### Metal 1

Supply wires on this layer in grey.
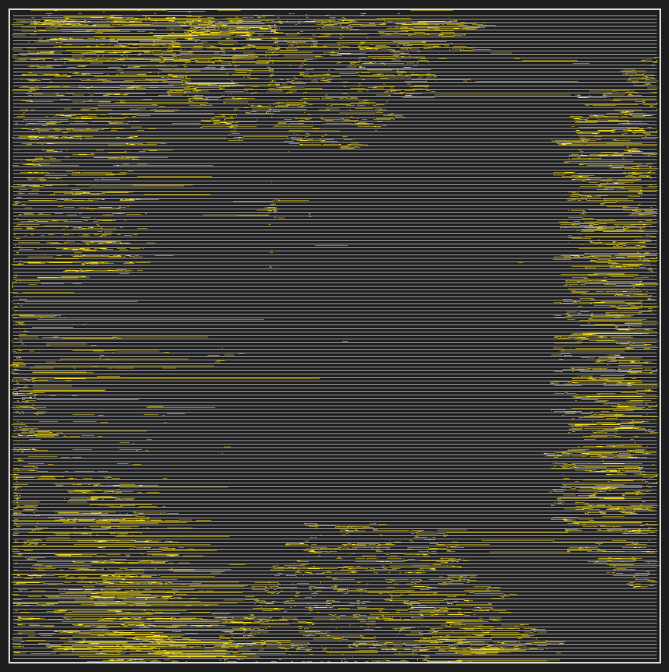
### Placed cells, one colour a class

Scale bar: 200 µm. Fill, decap, tap and diode cells in grey.
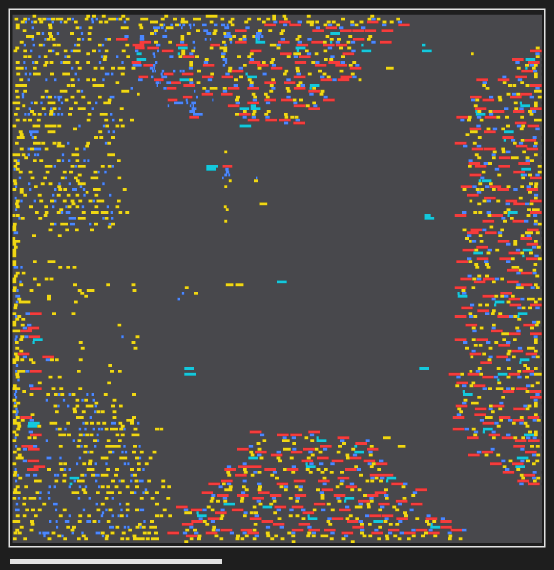
$ cat config.mk
export PLATFORM = sky130hd
export DESIGN_NAME = sram_1rw_ctrl
export DESIGN_NICKNAME = d
export VERILOG_FILES = /design/src/rtl/sram_1rw_ctrl.sv
export SDC_FILE = /design/constraint.sdc
export NUM_CORES = 1
export LEC_CHECK = 0
export CAP_MARGIN = 20
export CORE_AREA = 2 2 501 503
export CTS_CLUSTER_SIZE = 25
export DETAILED_ROUTE_END_ITERATION = 10
export DIE_AREA = 0 0 503 505
export PLACE_DENSITY_LB_ADDON = 0.15
export SYNTH_ARGS = -nofsm -noshare
export SYNTH_HDL_FRONTEND = slang
export SYNTH_SLANG_ARGS = --single-unit
$ cat constraint.sdc
create_clock -name clock -period 6.05 [get_ports clock]
set_input_delay 1.815 -clock clock [delete_from_list [all_inputs] [get_ports clock]]
set_output_delay 1.815 -clock clock [all_outputs]
set_load 0.02 [all_outputs]
$ cat src/rtl/sram_1rw_ctrl.sv
// sram_1rw_ctrl: requester-side controller for a single-port, masked-write SRAM macro
// with one cycle of read latency.
// After reset it sweeps zeros into every entry. It then shares the single RW port
// between a write request channel and a read request channel. Read data is returned
// on a valid/ready response channel, and one response is buffered under backpressure.
//
// Ports
//   clock, reset                 sole clock; asynchronous active-high reset
//   i_w_valid / o_w_ready        write request handshake (i_w_addr, i_w_data, i_w_mask)
//   i_r_req_valid / o_r_req_ready read request handshake (i_r_req_addr)
//   o_r_resp_valid / i_r_resp_ready read response handshake (o_r_resp_data)
//   o_init_done                  high once the clear sweep has completed
//   o_sram_*                     SRAM port: enable, write mode, address, mask, write data
//   i_sram_rdata                 SRAM read data, valid the cycle after a read enable
module sram_1rw_ctrl #(
  parameter int unsigned DEPTH     = 512,
  parameter int unsigned ADDR_W    = 9,
  parameter int unsigned DATA_W    = 308,
  parameter int unsigned MASK_SEGS = 4
) (
  input  logic                 clock,
  input  logic                 reset,
  input  logic                 i_w_valid,
  output logic                 o_w_ready,
  input  logic [ADDR_W-1:0]    i_w_addr,
  input  logic [DATA_W-1:0]    i_w_data,
  input  logic [MASK_SEGS-1:0] i_w_mask,
  input  logic                 i_r_req_valid,
  output logic                 o_r_req_ready,
  input  logic [ADDR_W-1:0]    i_r_req_addr,
  output logic                 o_r_resp_valid,
  input  logic                 i_r_resp_ready,
  output logic [DATA_W-1:0]    o_r_resp_data,
  output logic                 o_init_done,
  output logic                 o_sram_en,
  output logic                 o_sram_wmode,
  output logic [ADDR_W-1:0]    o_sram_addr,
  output logic [MASK_SEGS-1:0] o_sram_wmask,
  output logic [DATA_W-1:0]    o_sram_wdata,
  input  logic [DATA_W-1:0]    i_sram_rdata
);

  localparam logic [ADDR_W-1:0] LastAddr = ADDR_W'(DEPTH - 1);

  typedef enum logic [1:0] {StReset, StInit, StRun} state_e;

  state_e              r_state;
  state_e              w_state_nxt;
  logic [ADDR_W-1:0]   r_cnt;
  logic [ADDR_W-1:0]   w_cnt_nxt;
  logic                r_pending;
  logic                r_hold_valid;
  logic                w_hold_valid_nxt;
  logic [DATA_W-1:0]   r_hold_data;
  logic                r_last_grant;
  logic                w_last_grant_nxt;

  logic w_run;
  logic w_rd_ok;
  logic w_contested;
  logic w_wr_fire;
  logic w_rd_fire;

  assign w_run = (r_state == StRun);

  // A read may only be issued if its response has a guaranteed slot. Either nothing is
  // in flight, or the in-flight response is being consumed this cycle.
  assign w_rd_ok     = !r_hold_valid && (!r_pending || i_r_resp_ready);
  assign w_contested = w_run && i_w_valid && i_r_req_valid && w_rd_ok;

  assign o_w_ready     = w_run && (!i_r_req_valid || !w_rd_ok || !r_last_grant);
  assign o_r_req_ready = w_run && w_rd_ok && (!i_w_valid || r_last_grant);
  assign w_wr_fire     = i_w_valid && o_w_ready;
  assign w_rd_fire     = i_r_req_valid && o_r_req_ready;

  assign o_init_done    = w_run;
  assign o_r_resp_valid = r_pending || r_hold_valid;
  assign o_r_resp_data  = r_hold_valid ? r_hold_data : i_sram_rdata;

  // Only a contested grant flips priority; the granted side loses it next time.
  assign w_last_grant_nxt = w_contested ? w_wr_fire : r_last_grant;

  // A response that is not taken in its first cycle moves into the hold buffer.
  assign w_hold_valid_nxt = r_hold_valid ? !i_r_resp_ready : (r_pending && !i_r_resp_ready);

  always_comb begin
    w_state_nxt  = r_state;
    w_cnt_nxt    = r_cnt;
    o_sram_en    = 1'b0;
    o_sram_wmode = 1'b0;
    // Idle cycles follow the write channel so the macro inputs stay quiet.
    o_sram_addr  = i_w_addr;
    o_sram_wmask = i_w_mask;
    o_sram_wdata = i_w_data;
    unique case (r_state)
      StReset: w_state_nxt = StInit;
      StInit: begin
        o_sram_en    = 1'b1;
        o_sram_wmode = 1'b1;
        o_sram_addr  = r_cnt;
        o_sram_wmask = {MASK_SEGS{1'b1}};
        o_sram_wdata = '0;
        w_cnt_nxt    = r_cnt + ADDR_W'(1);
        if (r_cnt == LastAddr) begin
          w_state_nxt = StRun;
        end
      end
      StRun: begin
        if (w_wr_fire) begin
          // An all-zero mask still completes the handshake but leaves the macro idle.
          o_sram_en    = |i_w_mask;
          o_sram_wmode = 1'b1;
        end else if (w_rd_fire) begin
          o_sram_en   = 1'b1;
          o_sram_addr = i_r_req_addr;
        end
      end
      default: w_state_nxt = StReset;
    endcase
  end

  always_ff @(posedge clock or posedge reset) begin
    if (reset) begin
      r_state      <= StReset;
      r_cnt        <= '0;
      r_pending    <= 1'b0;
      r_hold_valid <= 1'b0;
      r_last_grant <= 1'b0;
    end else begin
      r_state      <= w_state_nxt;
      r_cnt        <= w_cnt_nxt;
      r_pending    <= w_rd_fire;
      r_hold_valid <= w_hold_valid_nxt;
      r_last_grant <= w_last_grant_nxt;
    end
  end

  // Data-only register; its contents are qualified by r_hold_valid.
  always_ff @(posedge clock) begin
    if (r_pending && !i_r_resp_ready) begin
      r_hold_data <= i_sram_rdata;
    end
  end

endmodule

==> results_dict.tcl <==
# collected from the flow reports
set metrics [dict create \
    status "complete, no violations" \
    ys_sh_aoi 0.0136 \
    reg2reg_depth 4 \
    flop_cell "edfxtp_1" \
    finalHoldViolCount 0 \
    worst_slew_pin_slew_ns 0.991 \
    lay_top_count "clkdlybuf4s50_1" \
    cts_setup_buffers 0 \
    wirelength_um 143000 \
    clk_pin_slew_ns 0.05 \
    globalplace.congestion 0.860 \
    htreeDepth 2 \
    power_density_nw_per_um2 186 \
    placed_area_um2 33000 \
    reg2reg_from "r_pending$_DFF_PP0_" \
    via_per_inst 2.67 \
    power_frac_clock 0.460 \
    seq_share 0.277 \
    area_growth_pct 117 \
    synth_seq_share 0.601 \
    ys_top_cells_by_count "311 x mux2_2, 311 x nor2b_1, 308 x edfxtp_1" \
    die_width_um 503 \
    dp_slack_ns 0.334 \
    grtUsageMet2 0.206 \
    clkbuf_count 68 \
    fp_util 0.0643 \
    rows 183 \
    fin_cells 5787 \
    cts.path.max_buffers 3 \
    critPathMaxStageDelay_ns 0.65 \
    leakage_nw 10.6 \
    wire_per_inst_um 24.7 \
    drive_gt1_frac 0.175 \
    grt_overflow 0 \
    syn_avg_cell_area_um2 14.4 \
    detail-route-antenna-nets 0 \
    yosys_cells 1107 \
    endpoint_kind "primary output" \
    adder_share 0.00392 \
    worstPathRequired_ns 4.24 \
    crit_end "o_sram_addr[8]" \
    comb_power_share 0.160 \
    sh_comb_area 0.174 \
    setup_tns_ns 0 \
    nFillCells 28000 \
    maxSlewHeadroom 0.339 \
    ys_types 31 \
]
About 'Metal 1':
- share of all routed wire: 32%
- wire length on this layer: 45.1 mm

About 'Placed cells, one colour a class':
- combinational and other logic: blue (cells 710; share of their area 20%)
- clock drivers and dummy loads: cyan (cells 92; share of their area 5.2%)
- sequential cells: red (cells 322; share of their area 32%)
- remaining buffers and delay cells: yellow (cells 1305; share of their area 43%)

